### src/rtl/regf_writeback_arbiter.sv
// Round-robin writeback arbiter: grants up to SS of FU_COUNT results per cycle onto registered CDB write ports.
// Optional arbitration-loss counter enabled by REGF_WB_ARB_STATS_EN.
module regf_writeback_arbiter #(
  parameter int SS       = 2,
  parameter int FU_COUNT = 4,
  parameter int DATA_W   = 32,
  parameter int PREG_W   = 6,
  parameter int ROB_W    = 3
) (
  input  logic                              clk,
  input  logic                              rst,
  input  logic                              flush,
  input  logic [FU_COUNT-1:0]               fu_valid,
  output logic [FU_COUNT-1:0]               fu_ready,
  input  logic [FU_COUNT-1:0][PREG_W-1:0]   fu_preg,
  input  logic [FU_COUNT-1:0][DATA_W-1:0]   fu_value,
  input  logic [FU_COUNT-1:0][ROB_W-1:0]    fu_rob_id,
  output logic [SS-1:0]                     wb_valid,
  output logic [SS-1:0][PREG_W-1:0]         wb_preg,
  output logic [SS-1:0][DATA_W-1:0]         wb_value,
  output logic [SS-1:0][ROB_W-1:0]          wb_rob_id,
  output logic [31:0]                       stall_count
);

  localparam int PTR_W = (FU_COUNT > 1) ? $clog2(FU_COUNT) : 1;
  localparam int CNT_W = $clog2(SS + 1);

  logic [PTR_W-1:0]          rr_ptr_r;
  logic [PTR_W-1:0]          scan_idx_s;
  logic [PTR_W-1:0]          next_ptr_s;
  logic [CNT_W-1:0]          ngrant_s;
  logic                      take_s;
  logic [FU_COUNT-1:0]       grant_s;
  logic [SS-1:0]             slot_used_s;
  logic [SS-1:0][PTR_W-1:0]  slot_idx_s;

  // Scan from rr_ptr, granting the first SS valid FUs; the k-th grant lands in slot k
  always_comb begin
    grant_s     = '0;
    slot_used_s = '0;
    slot_idx_s  = '0;
    ngrant_s    = '0;
    take_s      = 1'b0;
    next_ptr_s  = rr_ptr_r;
    scan_idx_s  = rr_ptr_r;
    for (int k = 0; k < FU_COUNT; k++) begin
      take_s = fu_valid[scan_idx_s] && (ngrant_s < CNT_W'(SS)) && !flush && !rst;
      grant_s[scan_idx_s] = grant_s[scan_idx_s] | take_s;
      for (int s = 0; s < SS; s++) begin
        if (take_s && (ngrant_s == CNT_W'(s))) begin
          slot_used_s[s] = 1'b1;
          slot_idx_s[s]  = scan_idx_s;
        end else begin
          slot_used_s[s] = slot_used_s[s];
        end
      end
      if (take_s) begin
        ngrant_s   = ngrant_s + CNT_W'(1);
        next_ptr_s = (scan_idx_s == PTR_W'(FU_COUNT - 1)) ? '0 : scan_idx_s + PTR_W'(1);
      end else begin
        ngrant_s   = ngrant_s;
      end
      scan_idx_s = (scan_idx_s == PTR_W'(FU_COUNT - 1)) ? '0 : scan_idx_s + PTR_W'(1);
    end
  end

  assign fu_ready = grant_s;

  // Write-port registers and round-robin pointer; x0 results take a slot but never assert wb_valid
  always_ff @(posedge clk) begin
    if (rst) begin
      rr_ptr_r  <= '0;
      wb_valid  <= '0;
      wb_preg   <= '0;
      wb_value  <= '0;
      wb_rob_id <= '0;
    end else if (flush) begin
      wb_valid  <= '0;
    end else begin
      for (int s = 0; s < SS; s++) begin
        wb_valid[s] <= slot_used_s[s] && (fu_preg[slot_idx_s[s]] != PREG_W'(0));
        if (slot_used_s[s]) begin
          wb_preg[s]   <= fu_preg[slot_idx_s[s]];
          wb_value[s]  <= fu_value[slot_idx_s[s]];
          wb_rob_id[s] <= fu_rob_id[slot_idx_s[s]];
        end
      end
      if (|grant_s) begin
        rr_ptr_r <= next_ptr_s;
      end
    end
  end

`ifdef REGF_WB_ARB_STATS_EN
  localparam int LOST_W = $clog2(FU_COUNT + 1);

  logic [31:0]       stall_r;
  logic [LOST_W-1:0] lost_s;
  logic [32:0]       stall_sum_s;

  // Count requesters that were valid but not granted this cycle
  always_comb begin
    lost_s = '0;
    for (int i = 0; i < FU_COUNT; i++) begin
      lost_s = lost_s + LOST_W'(fu_valid[i] & ~grant_s[i]);
    end
    stall_sum_s = {1'b0, stall_r} + 33'(lost_s);
  end

  // Saturating arbitration-loss counter
  always_ff @(posedge clk) begin
    if (rst) begin
      stall_r <= 32'd0;
    end else begin
      stall_r <= stall_sum_s[32] ? 32'hFFFF_FFFF : stall_sum_s[31:0];
    end
  end

  assign stall_count = stall_r;
`else
  assign stall_count = 32'd0;
`endif

endmodule

### config.mk
export PLATFORM = sky130hd
export DESIGN_NAME = regf_writeback_arbiter
export DESIGN_NICKNAME = d
export VERILOG_FILES = /design/src/rtl/regf_writeback_arbiter.sv
export SDC_FILE = /design/constraint.sdc
export NUM_CORES = 1
export LEC_CHECK = 0
export CELL_PAD_IN_SITES_DETAIL_PLACEMENT = 1
export CELL_PAD_IN_SITES_GLOBAL_PLACEMENT = 1
export CORE_MARGIN = 4
export CORE_UTILIZATION = 48
export DETAILED_ROUTE_END_ITERATION = 8
export DONT_BUFFER_PORTS = 1
export PLACE_DENSITY_LB_ADDON = 0.05
export SYNTH_ARGS = -nofsm -noshare
export SYNTH_HDL_FRONTEND = slang
export SYNTH_SLANG_ARGS = --single-unit
### constraint.sdc
create_clock -name clk -period 16.13 [get_ports clk]
set_input_delay 1.613 -clock clk [delete_from_list [all_inputs] [get_ports clk]]
set_output_delay 1.613 -clock clk [all_outputs]
set_load 0.01 [all_outputs]
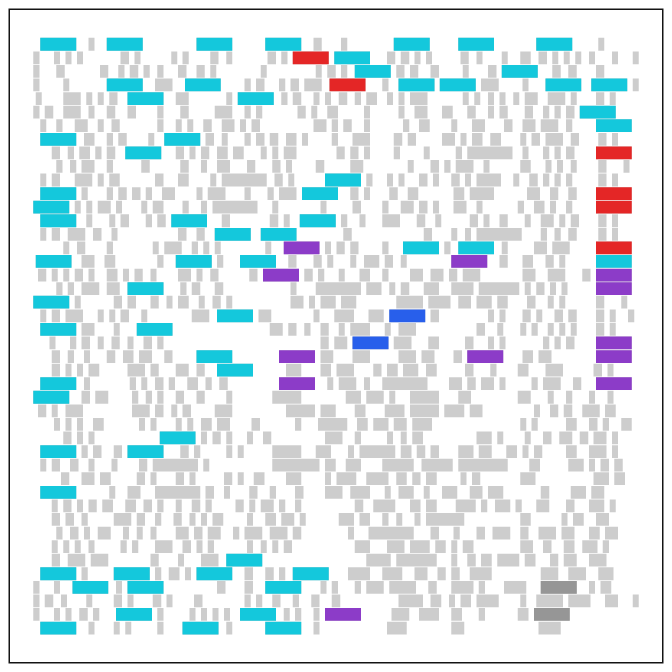
*Register map, names as in the netlist, run 1*
Other sequential cells in the stronger grey, the rest of the logic in the fainter grey.
[wb_valid] blue | placed flops: 2
[wb_preg] purple | placed flops: 12
[wb_value] cyan | placed flops: 64 | where: all over the die
[wb_rob_id] red | placed flops: 6

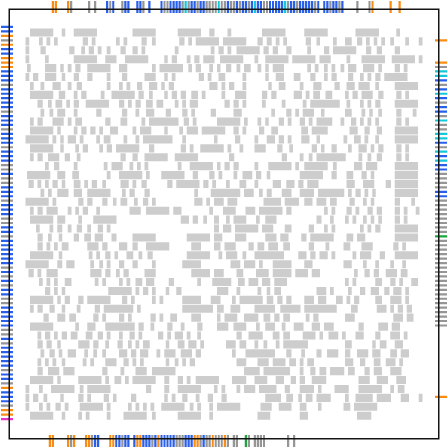
*Pin placement, run 1*
Pins as bars across the die edge, other pins in grey.
[fu_value] blue | pins: 128 | direction: input | edge: 56 left, 41 top, 20 bottom, 11 right
[fu_rob_id] cyan | pins: 12 | direction: input | edge: 8 right, 4 top
[stall_count] orange | pins: 32 | direction: output | edge: 15 bottom, 8 left, 6 top, 3 right
[clk] magenta | pins: 1 | direction: input | edge: left
[wb_valid] green | pins: 2 | direction: output | edge: 1 bottom, 1 right

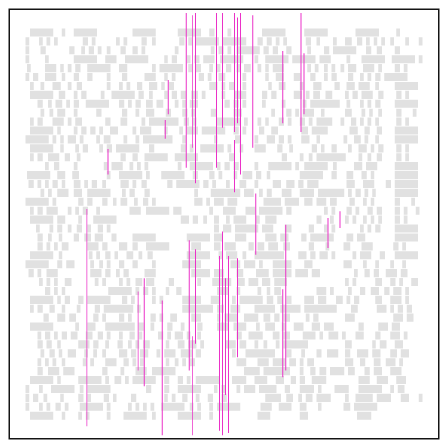
*Met4 routing, run 1*
Cells faint in the background.
wire length on this layer: 1090 microns
main direction: vertical
longest straight run: 66.0 microns

==> ci_impl_report.md, run 1 <==
## Synthesis and layout report

| Metric | Value |
|---|---|
| Result of the run | `finished, final reports clean` |
| Multi-input gates | `866` |
| Fill cell instance count of the final layout | `1917` |
| HPWL after detailed placement | `20000 microns` |
| Post-CTS clock slew at the launch and capture registers of the worst setup and hold paths | `0.07 ns` |
| Top reg by flops | `wb_value` |
| GR met3 Demand/Resource | `12.2%` |
| Clock skew after layout | `0.00746 ns` |
| MUX share of area | `3.48%` |
| Number of instances in the placed design | `1154` |
| Worst-margin pin slew | `1.23 ns` |
| Wire length the detailed router placed on met1 | `10900 microns` |
| Average via count per standard cell | `6.62` |
| Total clock buffers created by CTS | `9` |
| Count of TritonRoute iterations in the first routing pass | `7` |
| Met2 GRT Util | `53.1%` |
| Power per cell area | `221 mW/mm^2` |
| Origin of the critical flop-to-flop path | `rr_ptr_r[0]` |
| Sequential cell count | `86` |
| Number of cell instances after yosys synthesis | `1060` |
| Final worst path period share | `46.1%` |
| Wire length of the first global-routing pass | `43900 microns` |
| Worst EP arrival | `7.69 ns` |
| FF-to-FF End | `wb_valid[1]` |
| Highest-count logic cell in the final layout | `sky130_fd_sc_hd__nand2_1` |
| Slew headroom | `17.7%` |
| Synth-to-layout area growth | `0.139%` |
| Largest regs | `wb_value: 64 flops, wb_preg: 12 flops, wb_rob_id: 6 flops` |
| Setup TNS | `0 ns` |
| Leakage power figure | `0.00269 uW` |
| Antenna diode instance count | `0` |
| Number of clock sinks seen by CTS | `86` |
| Peak fanout along the critical path | `52` |
| Die height | `131 microns` |
| Area occupied by registers | `0.00172 sq mm` |
| Slowest stage delay, CP | `0.93 ns` |
| Launching instance or port of the critical path | `rr_ptr_r[0]` |
| Most frequent logic cells in the routed design | `sky130_fd_sc_hd__nand2_1 (325), sky130_fd_sc_hd__nand3_1 (116), sky130_fd_sc_hd__a21oi_1 (91), sky130_fd_sc_hd__dfxtp_1 (86), sky130_fd_sc_hd__and3_1 (43)` |
| Kind of launch point of the worst setup path | `flip-flop` |
| Number of nets with antenna violations after detailed routing | `0` |
| Slack of the worst reg-to-reg path | `8.69 ns` |
| Antenna violations before repair | `0` |
| Async set or reset register ratio after synthesis | `0%` |
| Clk Latency, worst-skew pair | `0.35 ns` |
| Final critical path time including I/O delays and setup | `7.44 ns` |
| Worst path required time | `16.38 ns` |
| Part of the power in registers | `20.4%` |
| Non-clock inverter instance count of the final layout | `12` |
| Depth of the worst register-to-register path | `17` |
| Fmax | `134 MHz` |
| Synthesized cell area | `0.00722 sq mm` |
| Sequential group power | `326 uW` |
| Via count | `7743` |
| Most common flop cell mapped by yosys | `sky130_fd_sc_hd__dfxtp_1` |
| Number of buffers inserted by hold repair at cts | `0` |
| Total number of cells along the worst setup path | `17` |
| Hold wc startpoint | `wb_value[20]` |
| Worst Hold Depth | `2` |
| Detailed-routed wire length on met3 | `3140 microns` |
| Yosys warning count | `0` |
| Proportion of layout cells with a drive suffix above 1 | `5.88%` |
| Max Cap Viol | `0` |
| Post-synth area from yosys stat | `0.00722 sq mm` |
| Final hold viol count | `0` |
| H-Tree Depth | `3` |
| Power dissipated in the clock network | `210 uW` |
| Final standard cell area without fillers | `0.00723 sq mm` |
| Power group with the highest consumption | `combinational cells` |
| Total setup buffers inserted after CTS | `0` |
| Switching fraction of total power | `54.6%` |
| Reported net switching power | `873 uW` |
| CTS tree | `done` |
| Top Usage Layer GRT | `met2` |
| Most used standard cell by instance count after synthesis | `sky130_fd_sc_hd__nand2_1` |
| GPL Wtd Cong | `0.910` |
| End of the worst hold path | `wb_value[20]` |
| Total of buffers placed on input and output ports | `0` |
### Routing congestion map, run 1

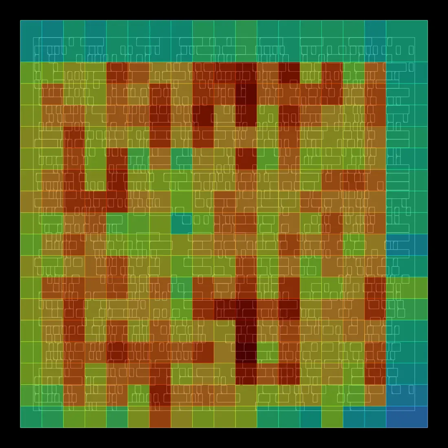

==> run 2: changes to the inputs <==
--- a/config.mk
+++ b/config.mk
@@ -8,7 +8,7 @@
 export CELL_PAD_IN_SITES_DETAIL_PLACEMENT = 1
 export CELL_PAD_IN_SITES_GLOBAL_PLACEMENT = 1
 export CORE_MARGIN = 4
-export CORE_UTILIZATION = 48
+export CORE_UTILIZATION = 40
 export DETAILED_ROUTE_END_ITERATION = 8
 export DONT_BUFFER_PORTS = 1
 export PLACE_DENSITY_LB_ADDON = 0.05
==> constraint.sdc (replaced) <==
create_clock -name clk -period 6.3 [get_ports clk]
set_input_delay 0.63 -clock clk [delete_from_list [all_inputs] [get_ports clk]]
set_output_delay 0.63 -clock clk [all_outputs]
set_load 0.01 [all_outputs]
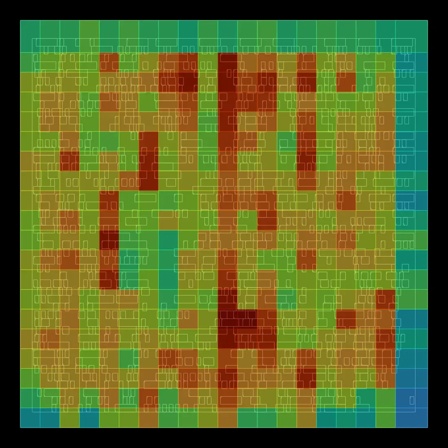
*Routing congestion map, run 2*
met2 GRT Util: 44.8%
core utilization of the finished layout: 43.0%
GR met3 Demand/Resource: 9.11%
Avg WL per Cell: 23.7 microns
total track usage: 27.9%

==> ci_impl_report.md, run 2 <==
## Synthesis and layout report

| Metric | Value |
|---|---|
| Highest-count logic cell in the final layout | `sky130_fd_sc_hd__nand2_1 (unchanged)` |
| Die height | `142 microns (was 131 microns)` |
| Non-clock inverter instance count of the final layout | `12 (unchanged)` |
| Sequential cell count | `86 (unchanged)` |
| Number of nets with antenna violations after detailed routing | `0 (unchanged)` |
| Worst Hold Depth | `1 (was 2)` |
| Avg Synthesized Cell Area | `6.81 sq um (unchanged)` |
| Part of the power in registers | `18.5% (was 20.4%)` |
| Power dissipated in the clock network | `687 uW (was 210 uW)` |
| Power group with the highest consumption | `combinational cells (unchanged)` |
| Switching fraction of total power | `52.1% (was 54.6%)` |
| Async set or reset register ratio after synthesis | `0% (unchanged)` |
| Leakage power figure | `0.00282 uW (was 0.00269 uW)` |
| Detailed-routed wire length on met3 | `2780 microns (was 3140 microns)` |
| Post-synth area from yosys stat | `0.00722 sq mm (unchanged)` |
| Total number of cells along the worst setup path | `17 (unchanged)` |
| Setup TNS | `0 ns (unchanged)` |
| Most frequent logic cells in the routed design | `sky130_fd_sc_hd__nand2_1 (325), sky130_fd_sc_hd__nand3_1 (116), sky130_fd_sc_hd__a21oi_1 (91), sky130_fd_sc_hd__dfxtp_1 (86), sky130_fd_sc_hd__and3_1 (43) (unchanged)` |
| Final standard cell area without fillers | `0.00752 sq mm (was 0.00723 sq mm)` |
| H-Tree Depth | `3 (unchanged)` |
| Wire length of the first global-routing pass | `45000 microns (was 43900 microns)` |
| Post-CTS clock slew at the launch and capture registers of the worst setup and hold paths | `0.07 ns (about the same)` |
| Clk Latency, worst-skew pair | `0.36 ns (was 0.35 ns)` |
| Power per cell area | `587 mW/mm^2 (was 221 mW/mm^2)` |
| GPL Wtd Cong | `0.874 (was 0.910)` |
| Antenna diode instance count | `0 (unchanged)` |
| Number of buffers inserted by hold repair at cts | `0 (unchanged)` |
| Slack of the worst reg-to-reg path | `0.73 ns (was 8.69 ns)` |
| Hold wc startpoint | `rst (was wb_value[20])` |
| Max Cap Viol | `0 (unchanged)` |
| Portion of total power attributed to combinational logic | `66.0% (was 66.5%)` |
| Clock skew after layout | `0.00712 ns (was 0.00746 ns)` |
| Sequential group power | `816 uW (was 326 uW)` |
| Total setup buffers inserted after CTS | `0 (unchanged)` |
| Final clock-cell share | `4.91% (was 3.93%)` |
| Slew headroom | `27.6% (was 17.7%)` |
| Number of cell instances after yosys synthesis | `1060 (unchanged)` |
| Final hold viol count | `0 (unchanged)` |
| FF-to-FF End | `wb_valid[0] (was wb_valid[1])` |
| Worst path required time | `6.49 ns (was 16.38 ns)` |
| Synthesized cell area | `0.00722 sq mm (unchanged)` |
| Synth-to-layout area growth | `4.21% (was 0.139%)` |
| Kind of launch point of the worst setup path | `flip-flop (unchanged)` |
| Antenna violations before repair | `0 (unchanged)` |
| Result of the run | `finished, final reports clean (unchanged)` |
| CTS tree | `done (unchanged)` |
| Total clock buffers created by CTS | `9 (unchanged)` |
| Slowest stage delay, CP | `0.62 ns (was 0.93 ns)` |
| Top Usage Layer GRT | `met2 (unchanged)` |
| Number of clock sinks seen by CTS | `86 (unchanged)` |
| Peak fanout along the critical path | `42 (was 52)` |
| Total of buffers placed on input and output ports | `0 (unchanged)` |
| Top reg by flops | `wb_value (unchanged)` |
| Yosys warning count | `0 (unchanged)` |
| Via count | `7615 (was 7743)` |
| Proportion of layout cells with a drive suffix above 1 | `7.39% (was 5.88%)` |
| Origin of the critical flop-to-flop path | `rr_ptr_r[0] (unchanged)` |
| Number of instances in the placed design | `1211 (was 1154)` |
| MUX share of area | `3.48% (unchanged)` |
| Most common flop cell mapped by yosys | `sky130_fd_sc_hd__dfxtp_1 (unchanged)` |
| Worst-margin pin slew | `1.09 ns (was 1.23 ns)` |
| Final critical path time including I/O delays and setup | `5.57 ns (was 7.44 ns)` |
| Most used standard cell by instance count after synthesis | `sky130_fd_sc_hd__nand2_1 (unchanged)` |
| End of the worst hold path | `wb_value[56] (was wb_value[20])` |
| Multi-input gates | `866 (unchanged)` |
| Worst VDD drop | `0.000237 V (was 0.0000950 V)` |
| Fmax | `180 MHz (was 134 MHz)` |
| Fill cell instance count of the final layout | `2268 (was 1917)` |
| Final worst path period share | `88.4% (was 46.1%)` |
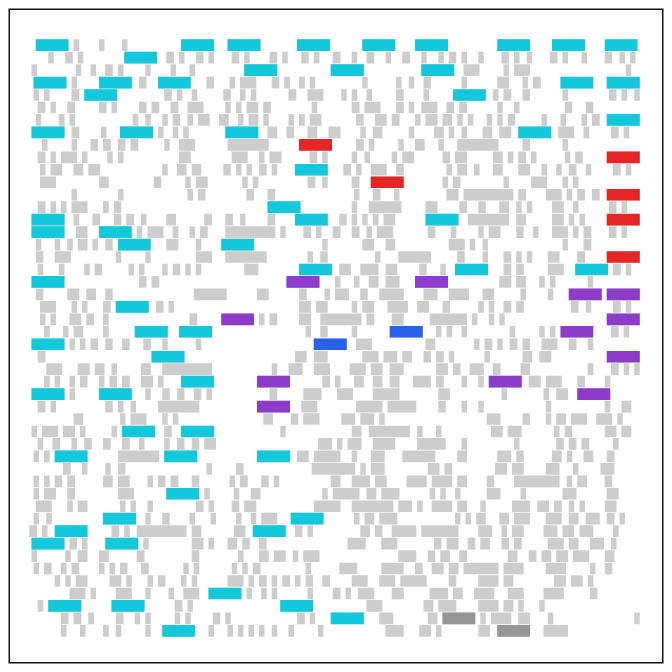
*Register map, names as in the netlist, run 2*
Other sequential cells in the stronger grey, the rest of the logic in the fainter grey.
[wb_valid] blue | placed flops: 2
[wb_value] cyan | placed flops: 64 | where: all over the die
[wb_preg] purple | placed flops: 12
[wb_rob_id] red | placed flops: 6
not coloured: 2

No activity file was given, so power comes from the tool's default toggle rates.
